==> config.mk <==
export PLATFORM = sky130hd
export DESIGN_NAME = tx_xgmii_sched
export DESIGN_NICKNAME = d
export VERILOG_FILES = /design/src/rtl/tx_xgmii_sched.sv
export SDC_FILE = /design/constraint.sdc
export NUM_CORES = 1
export LEC_CHECK = 0
export CAP_MARGIN = 20
export CORE_MARGIN = 8
export CORE_UTILIZATION = 41
export CTS_CLUSTER_DIAMETER = 50
export DETAILED_ROUTE_END_ITERATION = 7
export HOLD_SLACK_MARGIN = 0.12
export PLACE_DENSITY = 0.77
export SLEW_MARGIN = 0
export SYNTH_ARGS = -nofsm -noshare
export SYNTH_HDL_FRONTEND = slang
export SYNTH_SLANG_ARGS = --single-unit
==> constraint.sdc <==
create_clock -name i_txc -period 1.85 [get_ports i_txc]
set_input_delay 0.2775 -clock i_txc [delete_from_list [all_inputs] [get_ports i_txc]]
set_output_delay 0.2775 -clock i_txc [all_outputs]
set_load 0.05 [all_outputs]
==> src/rtl/tx_xgmii_sched.sv <==
// Purpose  : TX sequencer from MAC beats to 64-bit XGMII-style words (start, preamble/SFD, data,
//            terminate, inter-packet idle, ordered sets) for the 64b/66b encoder.
// Latency  : one cycle, the word decided in cycle N is on o_txd/o_txctl in cycle N+1.
// Backpres.: o_frm_ready only in DATA with init done and no gearbox pause; a pause freezes everything.
// Ports    : i_txc/i_reset_n clock and async active-low reset; i_init_done PCS qualifier;
//            i_tx_pause gearbox pause; i_frm_* MAC beat stream (valid/ready, data, keep, last);
//            i_os_req/i_os_data/o_os_ack ordered-set request; o_txd/o_txctl encoder word;
//            o_frame_cnt count of terminated frames.
module tx_xgmii_sched #(
   parameter int IPG_WORDS = 1,
   parameter int CNT_W     = 16
) (
   input  logic             i_txc,
   input  logic             i_reset_n,
   input  logic             i_init_done,
   input  logic             i_tx_pause,
   input  logic             i_frm_valid,
   output logic             o_frm_ready,
   input  logic [63:0]      i_frm_data,
   input  logic [7:0]       i_frm_keep,
   input  logic             i_frm_last,
   input  logic             i_os_req,
   input  logic [23:0]      i_os_data,
   output logic             o_os_ack,
   output logic [63:0]      o_txd,
   output logic [7:0]       o_txctl,
   output logic [CNT_W-1:0] o_frame_cnt
);

   localparam logic [2:0] ST_IDLE  = 3'd0;
   localparam logic [2:0] ST_START = 3'd1;
   localparam logic [2:0] ST_DATA  = 3'd2;
   localparam logic [2:0] ST_TERM  = 3'd3;
   localparam logic [2:0] ST_IPG   = 3'd4;

   localparam logic [63:0] W_IDLE  = {8{8'h07}};
   localparam logic [63:0] W_ERR   = {8{8'hFE}};
   localparam logic [63:0] W_START = {8'hD5, {6{8'h55}}, 8'hFB};
   localparam logic [63:0] W_TERM  = {{7{8'h07}}, 8'hFD};
   localparam logic [3:0]  IPG_RELOAD = 4'(IPG_WORDS - 1);

   logic [2:0]       state, state_nx;
   logic [63:0]      txd, txd_nx;
   logic [7:0]       txctl, txctl_nx;
   logic             os_ack_q, os_ack_nx;
   logic [CNT_W-1:0] frame_cnt, frame_cnt_nx;
   logic [3:0]       ipg_cnt, ipg_cnt_nx;
   // set when a full-width last beat was sent, so the following TERM word counts the frame
   logic             term_pend, term_pend_nx;

   logic             keep_contig;
   logic [63:0]      term_word;

   // keep is a non-empty run of ones from lane 0 (2^k-1) exactly when keep & (keep+1) is zero
   assign keep_contig = (i_frm_keep != 8'h00) && ((i_frm_keep & (i_frm_keep + 8'd1)) == 8'h00);

   // partial last beat: data lanes, TERMINATE in the first empty lane, idles above it
   always_comb begin
      term_word       = W_IDLE;
      term_word[7:0]  = i_frm_data[7:0];
      for (int i = 1; i < 8; i++) begin
         if (i_frm_keep[i])
            term_word[8*i +: 8] = i_frm_data[8*i +: 8];
         else if (i_frm_keep[i-1])
            term_word[8*i +: 8] = 8'hFD;
         else
            term_word[8*i +: 8] = 8'h07;
      end
   end

   always_comb begin
      state_nx     = state;
      txd_nx       = txd;
      txctl_nx     = txctl;
      os_ack_nx    = os_ack_q;
      frame_cnt_nx = frame_cnt;
      ipg_cnt_nx   = ipg_cnt;
      term_pend_nx = term_pend;
      if (!i_tx_pause) begin
         os_ack_nx = 1'b0;
         if (!i_init_done) begin
            // a frame in flight is poisoned with one error word before falling back to idle
            txd_nx       = (state == ST_START || state == ST_DATA || state == ST_TERM) ? W_ERR : W_IDLE;
            txctl_nx     = 8'hFF;
            state_nx     = ST_IDLE;
            ipg_cnt_nx   = 4'd0;
            term_pend_nx = 1'b0;
         end else begin
            case (state)
               ST_IDLE: begin
                  txd_nx   = W_IDLE;
                  txctl_nx = 8'hFF;
                  if (i_os_req) begin
                     txd_nx    = {2{i_os_data, 8'h9C}};
                     txctl_nx  = 8'h11;
                     os_ack_nx = 1'b1;
                  end else if (i_frm_valid) begin
                     state_nx = ST_START;
                  end
               end
               ST_START: begin
                  txd_nx   = W_START;
                  txctl_nx = 8'h01;
                  state_nx = ST_DATA;
               end
               ST_DATA: begin
                  if (!i_frm_valid) begin
                     // underrun: keep the frame open but mark it bad on the wire
                     txd_nx   = W_ERR;
                     txctl_nx = 8'hFF;
                  end else if (!i_frm_last) begin
                     txd_nx   = i_frm_data;
                     txctl_nx = 8'h00;
                  end else if (i_frm_keep == 8'hFF) begin
                     txd_nx       = i_frm_data;
                     txctl_nx     = 8'h00;
                     term_pend_nx = 1'b1;
                     state_nx     = ST_TERM;
                  end else if (keep_contig) begin
                     txd_nx       = term_word;
                     txctl_nx     = ~i_frm_keep;
                     frame_cnt_nx = frame_cnt + CNT_W'(1);
                     ipg_cnt_nx   = IPG_RELOAD;
                     state_nx     = ST_IPG;
                  end else begin
                     txd_nx       = W_ERR;
                     txctl_nx     = 8'hFF;
                     term_pend_nx = 1'b0;
                     state_nx     = ST_TERM;
                  end
               end
               ST_TERM: begin
                  txd_nx       = W_TERM;
                  txctl_nx     = 8'hFF;
                  if (term_pend)
                     frame_cnt_nx = frame_cnt + CNT_W'(1);
                  term_pend_nx = 1'b0;
                  ipg_cnt_nx   = IPG_RELOAD;
                  state_nx     = ST_IPG;
               end
               ST_IPG: begin
                  txd_nx   = W_IDLE;
                  txctl_nx = 8'hFF;
                  if (ipg_cnt == 4'd0)
                     state_nx = ST_IDLE;
                  else
                     ipg_cnt_nx = ipg_cnt - 4'd1;
               end
               default: begin
                  txd_nx   = W_IDLE;
                  txctl_nx = 8'hFF;
                  state_nx = ST_IDLE;
               end
            endcase
         end
      end
   end

   always_ff @(posedge i_txc or negedge i_reset_n) begin
      if (!i_reset_n) begin
         state     <= ST_IDLE;
         txd       <= W_IDLE;
         txctl     <= 8'hFF;
         os_ack_q  <= 1'b0;
         frame_cnt <= '0;
         ipg_cnt   <= 4'd0;
         term_pend <= 1'b0;
      end else begin
         state     <= state_nx;
         txd       <= txd_nx;
         txctl     <= txctl_nx;
         os_ack_q  <= os_ack_nx;
         frame_cnt <= frame_cnt_nx;
         ipg_cnt   <= ipg_cnt_nx;
         term_pend <= term_pend_nx;
      end
   end

   assign o_txd       = txd;
   assign o_txctl     = txctl;
   assign o_frame_cnt = frame_cnt;
   // the ack register holds through a pause with its word; masking it keeps the
   // visible pulse to exactly one unpaused cycle
   assign o_os_ack    = os_ack_q & ~i_tx_pause;
   assign o_frm_ready = (state == ST_DATA) && i_init_done && !i_tx_pause;

endmodule

==> COMMIT_EDITMSG, run 1 <==
Record implementation results from latest flow run

- The run finished, with violations left.
* Violated checks: setup timing
- The clock drives 97 sinks.
- Startpoint of the worst register-to-register path: state[0]$_DFFE_PN0P_
* Sequential Power Share: 29.0%
* Post-cts repair resize count: 46
* Top_reg_cell synth: dfrtp_1
- In this run the critical register-to-register path is captured at o_txd[41]$_DFFE_PN1N_.
- The buffer_ports step reported a buffer count of 192.
- Critical Path Max Stage Delay: 410 ps
- Endpoints failing hold in the final report were tallied at 0.
- Combinational cell fraction of total power: 54.1%
* Maximum buffer depth of the clock tree: 2
- Per the finish-stage timing summary, setup violations number 1.
- STA reports a reg2reg setup slack of 10 ps.
- Per the breakdown, switching nets consume 44.83% of all power.
* Clock tree from TritonCTS: built
* Routed len/inst: 21.74 um
* Netlist Area Pre-Place: 0.005502 mm^2
* Number of max-capacitance violations reported: 0
* Post-route ant nets: 0
- The analysis attributes to cell leakage a power of 0.004131 uW.
- In this run the power spent charging and discharging nets is 4766 uW.
- At the end of the flow, the number of nets in the layout was between 1000 and 1500.
- Fraction of final layout cells with drive strength greater than 1: 37.80%
- Per STA, the worst path accumulates the most delay in the family simple AND/OR/NAND/NOR gates.
- Static timing analysis puts the maximum clock frequency at 534.5 MHz.
- Worst Tran Pin Value: 535.0 ps
* Count of different cell masters after synthesis: 75
- Register share after synthesis: about 45%
* Worst-case setup slack after placement: -641.8 ps
- Final HPWL from detailed placement: 19.15 mm
- Critical path peak fanout: 5
* Setup crit start kind: flip-flop
* HP Class: in2async
- For this run the aggregate overflow at the end of global routing stands at 0.
* Cell-internal power: 5865 uW
- Listed in order, past its start point the critical path passes buf_6 -> and4bb_2 -> nand2_2 -> clkinvlp_4 -> buf_12.
- Number of enable-type register cells in the synthesized netlist: 0
* WP data arrival: 1590 ps
- In this run the layout overhead on the synthesized area is reported as 69.50%.
* Final WS setup: -21.00 ps
* Summed negative setup slack over all endpoints: -21.00 ps
- Counting cells, the worst reg-to-reg path comes to 8.
- For reference, the clock transition at the flip-flops on the worst setup and hold paths is about 70 ps.
- Portion of total power attributed to the clock network: 17.0%
- The first TritonRoute pass finished after 5 iterations.
- Setup repair after global routing could not meet its margin everywhere.
run 1: cell type report:
class	count	area, um^2	share of cell area (%)
Inverter	25	97.59	1.047
Timing Repair Buffer	368	3248	34.83
Multi-Input combinational cell	457	3015	32.34
Clock buffer	10	229.0	2.455
Sequential cell	97	2471	26.50
Tap cell	176	220.2	2.361
Clock inverter	6	43.79	0.4696
run 1: synthesized netlist by cell type (3+ instances only):
cell type	count	area, um^2
a2111oi_0	4	35.03
a211oi_1	3	22.52
a21oi_1	70	350.3
a221oi_1	4	35.03
a22oi_1	6	45.04
a2bb2oi_1	14	122.6
a311oi_1	4	35.03
a31oi_1	15	93.84
a32oi_1	4	35.03
a41oi_1	4	35.03
and2_1	5	31.28
buf_2	10	50.05
clkbuf_1	31	116.4
dfrtp_1	65	1627
dfstp_2	32	840.8
ha_1	3	37.54
inv_1	22	82.58
nand2_1	62	232.7
nand2b_1	4	25.02
nand3_1	18	90.09
nand4_1	9	56.30
nor2_1	48	180.2
nor2b_1	9	56.30
nor3_1	10	50.05
nor3b_1	4	30.03
nor4_1	9	56.30
o211ai_1	8	60.06
o21a_1	3	22.52
o21ai_0	42	210.2
o221a_1	3	33.78
o22ai_1	14	87.58
o2bb2ai_1	4	35.03
o31ai_1	6	45.04
o32ai_1	4	35.03
or2_2	5	31.28
xnor2_1	10	87.58
xor2_1	5	43.79
run 1: power groups by stage:
stage	clock network, uW	logic [uW]	registers (uW)
floorplan	0	1390	4700
global placement	0	5240	3080
detailed placement	0	5290	3100
CTS	1810	5420	3070
global route	1900	6000	3130
finish	1800	5750	3080
run 1: layer usage:
layer	vias to the layer above	routed length [um]	global-route usage, %
met1	3252	10090	34.07
li1	2990	-	-
met3	44	1838	4.345
met4	0	526	9.062
met2	345	12300	47.16
met5	-	0	0
run 1: kinds of logic after synthesis:
family | count (synthesis) | synth area share (%)
xor gates and xnor gates | 15 | 2.388
muxes | 4 | 0.7732
DFF | 97 | 44.85
buffers and inverters | 68 | 4.867
and+or+nand+nor | 198 | 17.56
adders and majority gates | 3 | 0.6824
AOI/OAI and AO/OA | 237 | 28.88
run 1: stage by stage:
stage,cells,instance area [um^2],total power [uW]
2_1_floorplan,622,5598,6089
3_3_place_gp,1100,8583,8321
3_5_place_dp,1100,8583,8392
4_1_cts,1126,9021,10290
5_1_grt,1139,9325,11040
6_report,1139,9325,10630
run 1: worst max-delay path by stage:
stage | startpoint | to | slack (ps) | depth (start not counted)
global placement | i_frm_keep[5] | o_frame_cnt[7]$_DFFE_PN0P_ | -630 | 8
floorplan | state[0]$_DFFE_PN0P_ | o_txd[3]$_DFFE_PN0N_ | -20 | 7
CTS | state[1]$_DFFE_PN0P_ | o_txd[3]$_DFFE_PN0N_ | 0.3 | 6
detailed placement | i_frm_keep[5] | o_txd[8]$_DFFE_PN1N_ | -640 | 7
global route | state[0]$_DFFE_PN0P_ | o_txd[61]$_DFFE_PN0N_ | -80 | 9
finish | state[0]$_DFFE_PN0P_ | o_frm_ready | -20 | 5
run 1: state kept, by name, indices dropped and copies added (netlist names):
signal	flops
o_txd	64
o_frame_cnt	16
o_txctl	8
ipg_cnt	4
state	3
os_ack_q	1
term_pend	1
### Cell classes on the final placement, run 1

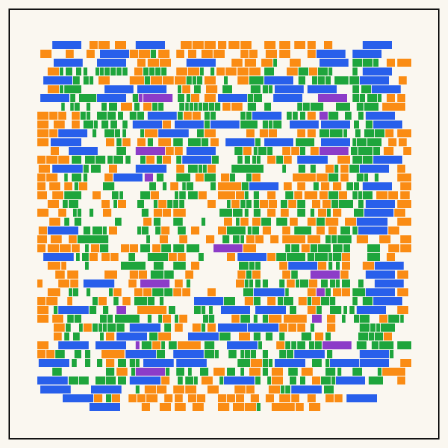
Key: other buffers and delay cells = orange [cells 368, share of their area 36%]; flip-flops = blue [cells 97, share of their area 27%]; all other logic = green [cells 482, share of their area 34%]; clock drivers and dummy loads = purple [cells 16, share of their area 3.0%]

### Cell placement, run 1

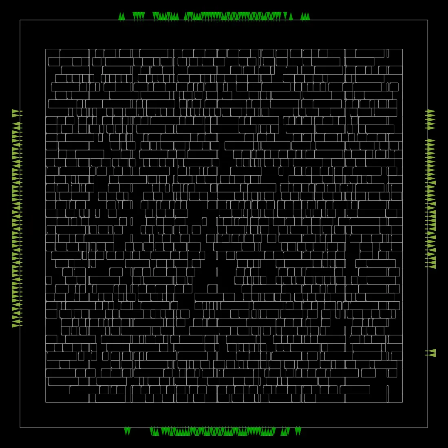
Filler Cells Inserted: 1051
final core occ: 70.70%
sequential cell area share: 26.50%
Cell Rows: 42
layout sequential cell count: 97

### Local utilization, run 1

13 x 13 tiles, from white (low) to dark blue (high), 0 to 100% covered.
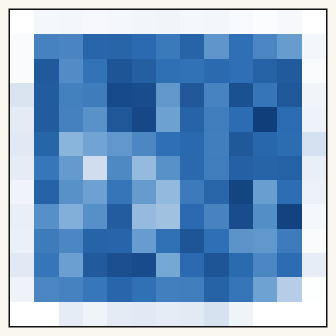
The fullest tile reaches 95%. 31% of the tiles are over 75% full. The mean over all tiles is 52%. 4.7% of the tiles are nearly empty.

### Metal 3, run 1

The bar under the picture is 50 um long.
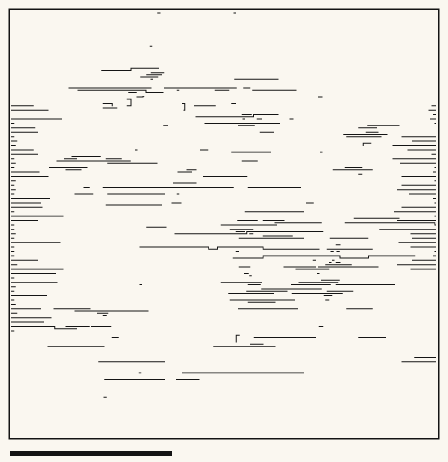
The layer holds 7.4% of the routed length. The wires run mostly horizontal. The longest straight run is 40.0 um.
met3 track demand over resource: 4.345%
total via count in the routed design: 6631
Detailed Route WL: 24.76 mm

==> run 1 -> run 2 <==
Settings changed: CORE_UTILIZATION 41 to 49, PLACE_DENSITY 0.77 to 0.86.
Clock period 1.85 ns to 2.33 ns, I/O delays scaled along.
### Cell placement, run 2

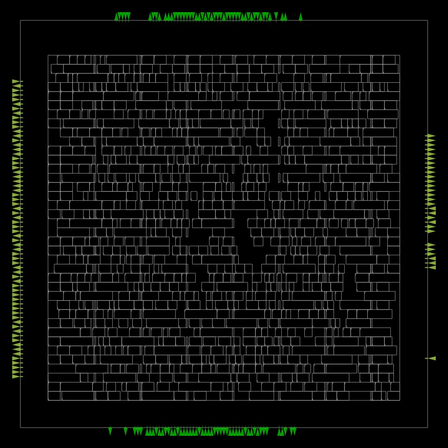
Layout Cells excl Fill: 1021
sequential cell area share: 29.20%
floorplan core area: 0.01089 mm^2

==> run 2 against run 1 <==
Effect of this change: the flow now finishes without violations; wire length shrank 4.9%; core utilization grew 7.0 points; critical path depth is the same; area after synthesis is the same; worst hold slack gained 65 ps; via count shrank 3.5%; cell area shrank 9.3%; total power shrank 27%; largest power group unchanged; highest routed layer unchanged.
==> COMMIT_EDITMSG, run 2 <==
Record implementation results from latest flow run

* Critical Path Max Stage Delay: around 460 ps
- The count of nets left with antenna violations once routing finished came out at 0.
* Final setup vio count: 0
- End of the worst register-to-register path: o_txd[49]$_DFFE_PN1N_
- The routed design has 23.56 mm of wire.
- In this run the maximum-capacitance check reported violations numbering 0.
- Logic area: 0.002798 mm^2
* Fraction of synthesized cell area in xor and xnor cells: between 2 and 2.5%
- Final HPWL from detailed placement: 18.35 mm
* Final hold vios: 0
* Clock slew at reported path FFs: 100 ps
- By area the synthesized netlist is led by dfrtp_1, dfstp_2, a21oi_1.
- Setup repair after global routing missed its margin: true
* HP Class: in2async
* IO Port Bufs: 192
- Top_reg_cell synth: dfrtp_1
- Measured on the finished design, the core utilization comes to 77.69%.
- WP data arrival: 1920 ps
- The area fraction of the largest cell type after synthesis is between 20 and 30%.
* CP cell instances: buf_4 -> and4bb_2 -> nand2_1 -> clkinvlp_4 -> buf_12
- Register share after synthesis: 44.85%
* Most frequent cell after synthesis: a21oi_1
- Status: finished clean
- Looking at the max-slew report, the worst-margin pin has a slew of approximately 760 ps.
* Area fraction in compound gates: 28.88%
- In this run the layout overhead on the synthesized area is reported as 53.76%.
- Count of different cell masters after synthesis: approximately 75
[run 2: cell counts after synthesis]
Identical to the previous run, type by type.
[run 2: worst register-to-register path, delay by kind of cell (launching register included)]
kind,cells,cell delay (ps)
buffers and inverters,2,320
AND-OR/OR-AND,2,340
AND/OR/NAND/NOR,3,800
flip-flops,1,550
[run 2: worst max-delay path by stage]
stage / from / to / slack [ps] / cells after the start
CTS: i_frm_keep[5] / ipg_cnt[3]$_DFFE_PN0P_ / 60 / 9
detailed placement: i_frm_keep[6] / o_frame_cnt[10]$_DFFE_PN0P_ / -410 / 8
floorplan: i_frm_keep[3] / o_txd[3]$_DFFE_PN0N_ / 290 / 6
finish: state[2]$_DFFE_PN0P_ / o_frm_ready / 60 / 5
global placement: i_frm_keep[6] / ipg_cnt[3]$_DFFE_PN0P_ / -360 / 9
global route: i_frm_keep[6] / o_txd[63]$_DFFE_PN0N_ / -10 / 9
[run 2: layout make-up]
| type | instances | share of cell area [%] |
|---|---|---|
| tap | 140 | 2.071 |
| clock inverter | 5 | 0.9170 |
| clock buffer | 11 | 1.671 |
| inverter | 25 | 1.154 |
| sequential | 97 | 29.20 |
| multi-input combinational | 457 | 33.07 |
| timing repair buffer | 286 | 31.92 |
[run 2: repair_timing]
action                                 CTS  global route
endpoints found under the hold margin   35             0
setup endpoints to repair                2            15
hold buffers                             1             0
gates resized                            3            10
setup buffers                            0             0
[run 2: logic make-up after synthesis]
family / after synthesis
adders and majority gates: 3
DFF: 97
and+or+nand+nor: 198
AOI/OAI and AO/OA: 237
muxes: 4
xor gates and xnor gates: 15
buffers and inverters: 68
[run 2: where the power goes]
part	total, uW	leakage (uW)	switching, uW	internal, uW
Combinational	4020	0.00222	2600	1420
Sequential	2470	0.00116	305	2160
Clock	1260	0.000111	630	634
Total	7760	0.00349	3540	4220
[run 2: metal layers]
layer | vias to the layer above | global-route usage [%] | part of all wire (%)
li1 | 2820 | - | -
met1 | 3120 | 38.69 | 38
met2 | 386 | 52.24 | 49
met3 | 70 | 6.478 | 9.3
met4 | 0 | 13.96 | 3.2
met5 | - | 0 | 0
[run 2: through the flow]
step	total power (uW)	worst slack (ps)	setup TNS [ps]	area [um^2]	std cells
global route	8033	-11.33	-11.33	8459	1021
floorplan	4793	292.6	0	5502	622
finish	7757	58.89	0	8459	1021
global placement	6373	-355.2	-11050	8195	1004
CTS	7713	63.63	0	8433	1021
detailed placement	6447	-414.4	-14900	8195	1004
==> run 2 -> run 3 <==
Settings changed: SLEW_MARGIN 0 to not set.
### Cell placement, run 3

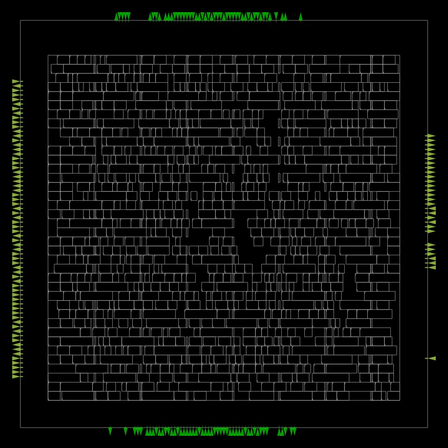
tap cell count: 140
Filler Cells Inserted: 771
final core occ: 77.69%
Cell Rows: 38

==> run 3 against run 2 <==
Effect of this change: highest routed layer unchanged; critical endpoint unchanged; die size is the same; clock-buffer cell count did not move; cell area did not move; core utilization unchanged.
==> COMMIT_EDITMSG, run 3 <==
Record implementation results from latest flow run

- Largest register FFs: 64
- The area growth from synthesis to layout is 53.76%.
* Final HPWL from detailed placement: 18.35 mm
- The number of clock sinks came to 97.
* Total via count in the routed design: 6396
* Met1 track demand over resource in global routing: 38.69%
- Share of Yosys cell area claimed by the top area cell type: between 20% and 30%
- Clock slew at reported path FFs: ~100 ps
* Switching fraction of total power: between 40% and 50%
- The run finished with clean final reports.
* Register share after synthesis: 44.85%
* Detailed Route WL: 23.56 mm
* Fraction of final layout cells with drive strength greater than 1: 19.30%
* Most instantiated cells after synthesis: a21oi_1, dfrtp_1, nand2_1
* Switching power: 3536 uW
- Achievable Freq: 440.3 MHz
- Hold-check failures listed in the final report amount to 0.
- Summed negative setup slack over all endpoints: 0 ps
- In this run, the clock network consumes 16.3% of the power.
- Most used routing layer: met2
- Final net count: 982
* Floorplan core area: 0.01089 mm^2
- Top_reg_cell synth: dfrtp_1
* Post-route ant nets: 0
- Number of enable-type register cells in the synthesized netlist: 0
- The number of placed instances, taps included, is 1004.
* Number of max-capacitance violations reported: 0
* Most frequent cell after synthesis: a21oi_1
- After global routing the overflow that remains totals 0.
- Critical path peak fanout: 8
* Count of different cell masters after synthesis: 75
- Dividing the detail-routed wire length by the instance count gives 23.07 um.
* Netlist Area Pre-Place: between 0.005 and 0.006 mm^2
- HP Class: in2async
- Per the placement log, port buffering inserted around 190 buffers.
* Worst Tran Pin Value: 764.6 ps
* Combinational cell fraction of total power: roughly 52%
- met2 track demand over resource after global routing is a little over half.
- Main area contributors: dfrtp_1, dfstp_2, a21oi_1
-- run 3: metal layers --
layer / part of all wire [%] / routed length, um
met5: 0 / 0
met4: 3.2 / 753
met3: 9.3 / 2180
met2: 49 / 11630
met1: 38 / 8994
-- run 3: metrics by stage --
step / instance area, um^2 / setup WS (ps)
CTS: 8433 / 63.63
finish: 8459 / 58.89
global placement: 8195 / -355.2
detailed placement: 8195 / -414.4
global route: 8459 / -11.33
floorplan: 5502 / 292.6
-- run 3: critical path, stage by stage, from the launching register on --
cell,delay [ps]
dfrtp_2,460
buf_4,180
and4bb_2,290
nand2_1,150
clkinvlp_4,240
buf_12,220
-- run 3: worst max path at each step --
stage	start	end	slack [ps]	depth (start not counted)
finish	state[2]$_DFFE_PN0P_	o_frm_ready	60	5
global route	i_frm_keep[6]	o_txd[63]$_DFFE_PN0N_	-10	9
CTS	i_frm_keep[5]	ipg_cnt[3]$_DFFE_PN0P_	60	9
detailed placement	i_frm_keep[6]	o_frame_cnt[10]$_DFFE_PN0P_	-410	8
global placement	i_frm_keep[6]	ipg_cnt[3]$_DFFE_PN0P_	-360	9
floorplan	i_frm_keep[3]	o_txd[3]$_DFFE_PN0N_	290	6
-- run 3: area by class of cell --
type | instances | area (um^2) | share of cell area [%]
clock buffer | 11 | 141.4 | 1.671
clock inverter | 5 | 77.57 | 0.9170
inverter | 25 | 97.59 | 1.154
multi-input combinational | 457 | 2798 | 33.07
sequential | 97 | 2470 | 29.20
tap | 140 | 175.2 | 2.071
timing repair buffer | 286 | 2700 | 31.92
-- run 3: cell families (layout without fill, tap and decap cells) --
group	after synthesis	after routing	synth area share, %
fa+ha+maj	3	3	0.6824
flops	97	97	44.85
compound gates	237	237	28.88
mux	4	4	0.7732
xor+xnor	15	15	2.388
simple gates	198	198	17.56
buf+inv	68	327	4.867
-- run 3: power by group through the flow --
stage / Combinational, uW / Sequential, uW / Clock (uW)
CTS: 3990 / 2460 / 1270
global route: 4200 / 2510 / 1330
detailed placement: 3970 / 2470 / 0
floorplan: 1060 / 3730 / 0
finish: 4020 / 2470 / 1260
global placement: 3910 / 2460 / 0
-- run 3: timing repair --
item | 4_1_cts | 5_1_grt
setup endpoints to repair | 2 | 15
pin swaps | 0 | 0
resized | 3 | 10
hold buffers | 1 | 0
endpoints found under the hold margin | 35 | 0
No activity file was given, so power comes from the tool's default toggle rates.
